**config.mk**
```make
export PLATFORM = sky130hd
export DESIGN_NAME = serial_frame_tx
export DESIGN_NICKNAME = d
export VERILOG_FILES = /design/src/rtl/serial_frame_tx.sv
export SDC_FILE = /design/constraint.sdc
export NUM_CORES = 1
export LEC_CHECK = 0
export CORE_MARGIN = 3
export CORE_UTILIZATION = 44
export CTS_CLUSTER_SIZE = 14
export DETAILED_ROUTE_END_ITERATION = 8
export DONT_BUFFER_PORTS = 1
export GPL_ROUTABILITY_DRIVEN = 0
export PLACE_DENSITY = 0.58
export SYNTH_ARGS = -nofsm -noshare
export SYNTH_HDL_FRONTEND = slang
export SYNTH_SLANG_ARGS = --single-unit
```
**constraint.sdc**
```tcl
create_clock -name C -period 3.7 [get_ports C]
set_clock_uncertainty 0.2 [all_clocks]
set_input_delay 0.555 -clock C [delete_from_list [all_inputs] [get_ports C]]
set_output_delay 0.555 -clock C [all_outputs]
set_load 0.03 [all_outputs]
```
**src/rtl/serial_frame_tx.sv**
```systemverilog
// Parallel-in, serial-out frame transmitter: start(0), data LSB first, [parity], stop(1).
// Optional even-parity bit enabled by defining SERIAL_FRAME_TX_PARITY_EN.
module serial_frame_tx #(
    parameter int WIDTH = 8,
    parameter int DIV   = 4
) (
    input  logic             C,
    input  logic             R,
    input  logic [WIDTH-1:0] DIN,
    input  logic             LOAD,
    output logic             READY,
    output logic             SOUT,
    output logic             DONE
);
    localparam int DW = $clog2(DIV + 1);
    localparam int BW = $clog2(WIDTH + 1);
    localparam logic [DW-1:0] DIV_LAST = DW'(DIV - 1);
    localparam logic [BW-1:0] BIT_LAST = BW'(WIDTH - 1);

`ifdef SERIAL_FRAME_TX_PARITY_EN
    typedef enum logic [2:0] {S_IDLE, S_START, S_DATA, S_PARITY, S_STOP} state_t;
    logic             r_par;
`else
    typedef enum logic [2:0] {S_IDLE, S_START, S_DATA, S_STOP} state_t;
`endif

    state_t           r_state;
    logic [DW-1:0]    r_div;
    logic [BW-1:0]    r_bit;
    logic [WIDTH-1:0] r_shreg;
    logic             r_sout;
    logic             r_ready;
    logic             r_done;

    logic             w_bit_end;
    logic             w_last_bit;
    logic [WIDTH-1:0] w_shnext;

    assign w_bit_end  = (r_div == DIV_LAST);
    assign w_last_bit = (r_bit == BIT_LAST);
    assign w_shnext   = r_shreg >> 1;

    assign SOUT  = r_sout;
    assign READY = r_ready;
    assign DONE  = r_done;

    // SOUT is loaded with the value of the state being entered, so it stays registered.
    always_ff @(posedge C) begin
        if (R) begin
            r_state <= S_IDLE;
            r_div   <= '0;
            r_bit   <= '0;
            r_shreg <= '0;
            r_sout  <= 1'b1;
            r_ready <= 1'b1;
            r_done  <= 1'b0;
`ifdef SERIAL_FRAME_TX_PARITY_EN
            r_par   <= 1'b0;
`endif
        end else begin
            r_done <= 1'b0;
            case (r_state)
                S_IDLE: begin
                    if (LOAD) begin
                        r_shreg <= DIN;
`ifdef SERIAL_FRAME_TX_PARITY_EN
                        r_par   <= ^DIN;
`endif
                        r_div   <= '0;
                        r_bit   <= '0;
                        r_state <= S_START;
                        r_sout  <= 1'b0;
                        r_ready <= 1'b0;
                    end
                end
                S_START: begin
                    if (w_bit_end) begin
                        r_div   <= '0;
                        r_state <= S_DATA;
                        r_sout  <= r_shreg[0];
                    end else begin
                        r_div <= r_div + 1'b1;
                    end
                end
                S_DATA: begin
                    if (w_bit_end) begin
                        r_div   <= '0;
                        r_shreg <= w_shnext;
                        if (w_last_bit) begin
                            r_bit <= '0;
`ifdef SERIAL_FRAME_TX_PARITY_EN
                            r_state <= S_PARITY;
                            r_sout  <= r_par;
`else
                            r_state <= S_STOP;
                            r_sout  <= 1'b1;
`endif
                        end else begin
                            r_bit  <= r_bit + 1'b1;
                            r_sout <= w_shnext[0];
                        end
                    end else begin
                        r_div <= r_div + 1'b1;
                    end
                end
`ifdef SERIAL_FRAME_TX_PARITY_EN
                S_PARITY: begin
                    if (w_bit_end) begin
                        r_div   <= '0;
                        r_state <= S_STOP;
                        r_sout  <= 1'b1;
                    end else begin
                        r_div <= r_div + 1'b1;
                    end
                end
`endif
                S_STOP: begin
                    if (w_bit_end) begin
                        r_div   <= '0;
                        r_state <= S_IDLE;
                        r_sout  <= 1'b1;
                        r_ready <= 1'b1;
                        r_done  <= 1'b1;
                    end else begin
                        r_div <= r_div + 1'b1;
                    end
                end
                default: begin
                    r_state <= S_IDLE;
                    r_sout  <= 1'b1;
                    r_ready <= 1'b1;
                end
            endcase
        end
    end
endmodule
```
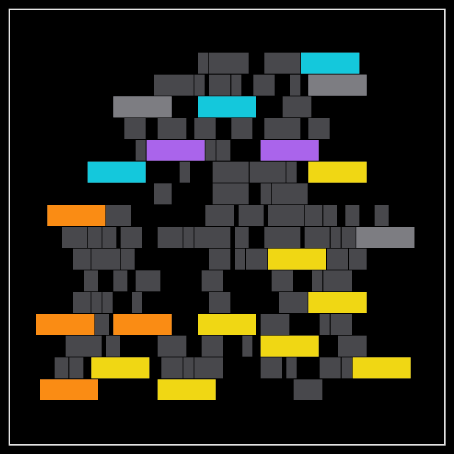
flops_by_reg.png
(8 px per um) Other sequential cells in the stronger grey, the rest of the logic in the fainter grey.
- purple: `r_state` (flops 2)
- cyan: `r_div` (flops 3)
- yellow: `r_shreg` (flops 8)
- orange: `r_bit` (flops 4)
final core utilization: 0.514
flop share of the area: 0.374
Sequential Area: 400 um^2
Seq. pwr: 0.331 mW

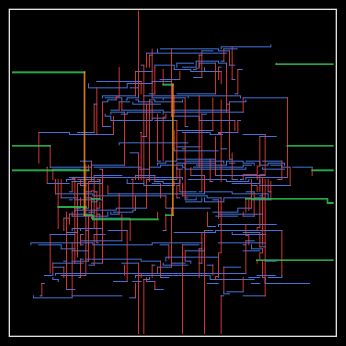
wires.png
(6 px per um)
- blue: metal 1 (wire length 999 um)
- red: metal 2 (wire length 789 um)
- green: metal 3 (wire length 101 um)
- orange: metal 4 (wire length 45.6 um)
gr usage total: 0.151
via count: 765
routed length per instance: 14.3 um
Final Routed Wirelength: 1.93 mm

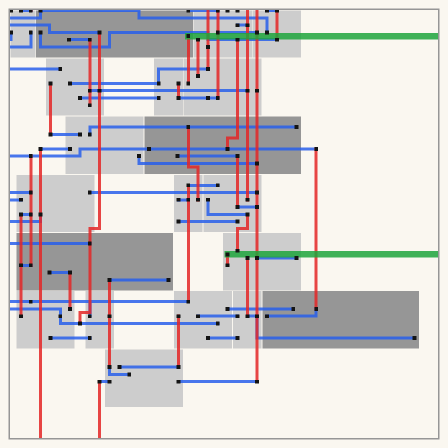
detail.png
Window x 31 to 51, y 4 to 24 um. Cells in grey, sequential cells in the stronger grey; small squares are vias.
- red: metal 2
- green: metal 3
- blue: metal 1
- most frequent: mux2i_1 (5), a211oi_1 (5)
- cells with their middle in the window: 19
- netlist names of flops here include: `r_shreg` (4)
- sequential cells in the window: 4

==> changes_impl.md <==
### Changed

- Die width: 54.3 um
- Starting density of the core: 0.492
- Fraction of layout cells with a size suffix above 1: 0.0648
- Log Warnings: 32
- Critical Path Fanout Max: 18
- Comb. cell area: 581 um^2
- Pin count of the biggest net entering global routing: 23
- Max-area cell share: 0.391
- Top Layout Cells: dfxtp_1, nor2_1, a21oi_1, mux2i_1, ha_1
- Crit path kind: register to register
- LEAKAGE: 0.415 nW
- FP Rows: 16
- Syn_area_per_cell: 9.40 um^2
- DP Area: 1030 um^2
- GRT overflow: 0
- Cell count after synthesis: 109
- Hold buffers post-CTS: 0
- Floorplan Nets: 129
- Vias in the first global route: 671
- Worst vdd rail ir drop: 0.321 mV
- Placed Instances: 131
- Yosys cell types: 31
- Root Buffer: clkbuf_4
- Overall power: 0.836 mW
- Worst-Margin Slew: 0.787 ns
- Post-Syn Area: 1020 um^2
- Status: completed
- Number of remaining DRC errors: 0
- Register share after synthesis: 0.391
- R2R Path Start: r_state[0]
- R2R cell count: 6
- Max Cap Viol: 0
- DIE AREA: 2940 um^2
- F_max: 369 MHz
- CP startpoint kind: register
- Post-route ant nets: 0
- Synth Register Bits: 20
- CP Data Required Time: 3.74 ns
- Hold Crit Class: input port to register
- Worst hold slack: 0.105 ns
- Die height: 54.3 um
- Start point of the critical path: r_state[0]
- Sink of the worst hold path: r_bit[1]
- Post-CTS Resized: 0
- TritonRoute pass-1 iters: 4
- Final instance area: 1070 um^2
- CTS tree: done
- Setup bufs post-CTS: 0
- Final setup viols: 0
- Core Region: 2080 um^2
- Post-Place Setup Slack: 1.04 ns
- Final Hold Viols: 0
- Reg2reg setup slack: 0.99 ns
- Ports: 14
- Clock-pin slew of the registers on the worst-case setup and hold paths: 0.12 ns
- Final setup TNS: 0 ns
- Slew HR: 0.475
- Post-synth top area cell: dfxtp_1
- Layout area overhead: 4.40%
- Hpwl dp: 1.32 mm
- Hold path start: R
- Cycle use final: 0.732
- Antenna violations before repair: 0
- Crit path to: r_bit[3]
- First-pass GRT wire length: 3.15 mm
- Hold Path Stages: 1
- Pwr Density: 781 nW/um^2
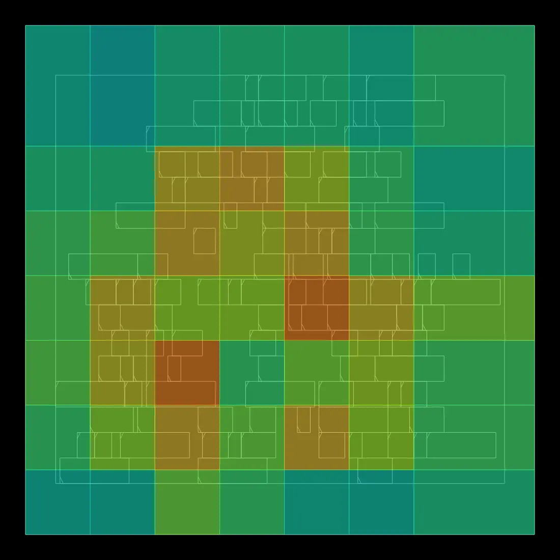
congestion.png
GR Layer Usage met2: 0.209
met3 Track Usage GR: 0.0327

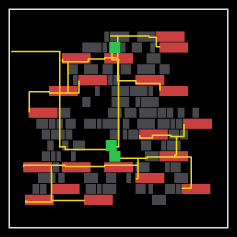
clk_routes.png
(4 px per um)
- green: clock drivers (count 3)
- yellow: clock wires (length 273 um)
- red: flip-flops (count 20)
- flops lie: spread over the die
- routed clock nets: 4
Clock Latency Late Sink: 0.30 ns
Clock group: 0.128 mW
Clk network pwr share: 0.153

## registers in the layout, indices dropped and copies added (netlist names)
signal,flops
DONE,1
r_state,2
SOUT,1
r_bit,4
r_shreg,8
READY,1
r_div,3
## cells in the mapped netlist (all sizes together)
master  instances
a211o           2
a211oi          8
a21o            1
a21oi           9
a221o           1
a221oi          1
a22oi           1
and2            1
buf             4
clkbuf          2
dfxtp          20
ha              9
inv             3
mux2i           9
nand2           5
nand2b          2
nand3           2
nand3b          1
nand4b          3
nor2           13
nor2b           2
nor3            2
nor3b           3
o21ai           2
o31ai           1
or3             1
or4b            1
## routing by layer
metal | up-vias | wire, um | GRT usage
li1 | 394 | - | -
met1 | 353 | 998 | 0.209
met2 | 14 | 789 | 0.209
met3 | 4 | 100 | 0.0327
met4 | 0 | 45 | 0.0996
met5 | - | 0 | 0
## cell type report
| cell class | count | share of cell area |
|---|---|---|
| multi-input combinational | 80 | 0.543 |
| clock buffer | 4 | 0.0339 |
| sequential | 20 | 0.374 |
| inverter | 3 | 0.0105 |
| timing repair buffer | 1 | 0.00702 |
| tap | 27 | 0.0316 |
## cell families (layout without fill, tap and decap cells)
kind of cell	after synthesis	count (layout)	synth area share
mux	9	9	0.0879
flops	20	20	0.391
fa+ha+maj	9	9	0.110
compound gates	26	26	0.175
buf+inv	9	8	0.0427
simple gates	36	36	0.194
## where the power goes
group          total (mW)  internal, mW  switching, mW
logic               0.378         0.158          0.220
registers           0.331         0.273         0.0575
clock network       0.128        0.0600         0.0677
total               0.836         0.491          0.345
## critical path, cell delays in order (launching register included)
cell and delay (ns):
dfxtp_1 0.36, inv_1 0.15, ha_1 0.70, nor2_1 0.19, a211o_1 0.38, or4b_1 0.51, a21oi_1 0.16
Power and IR drop assume default switching activity.
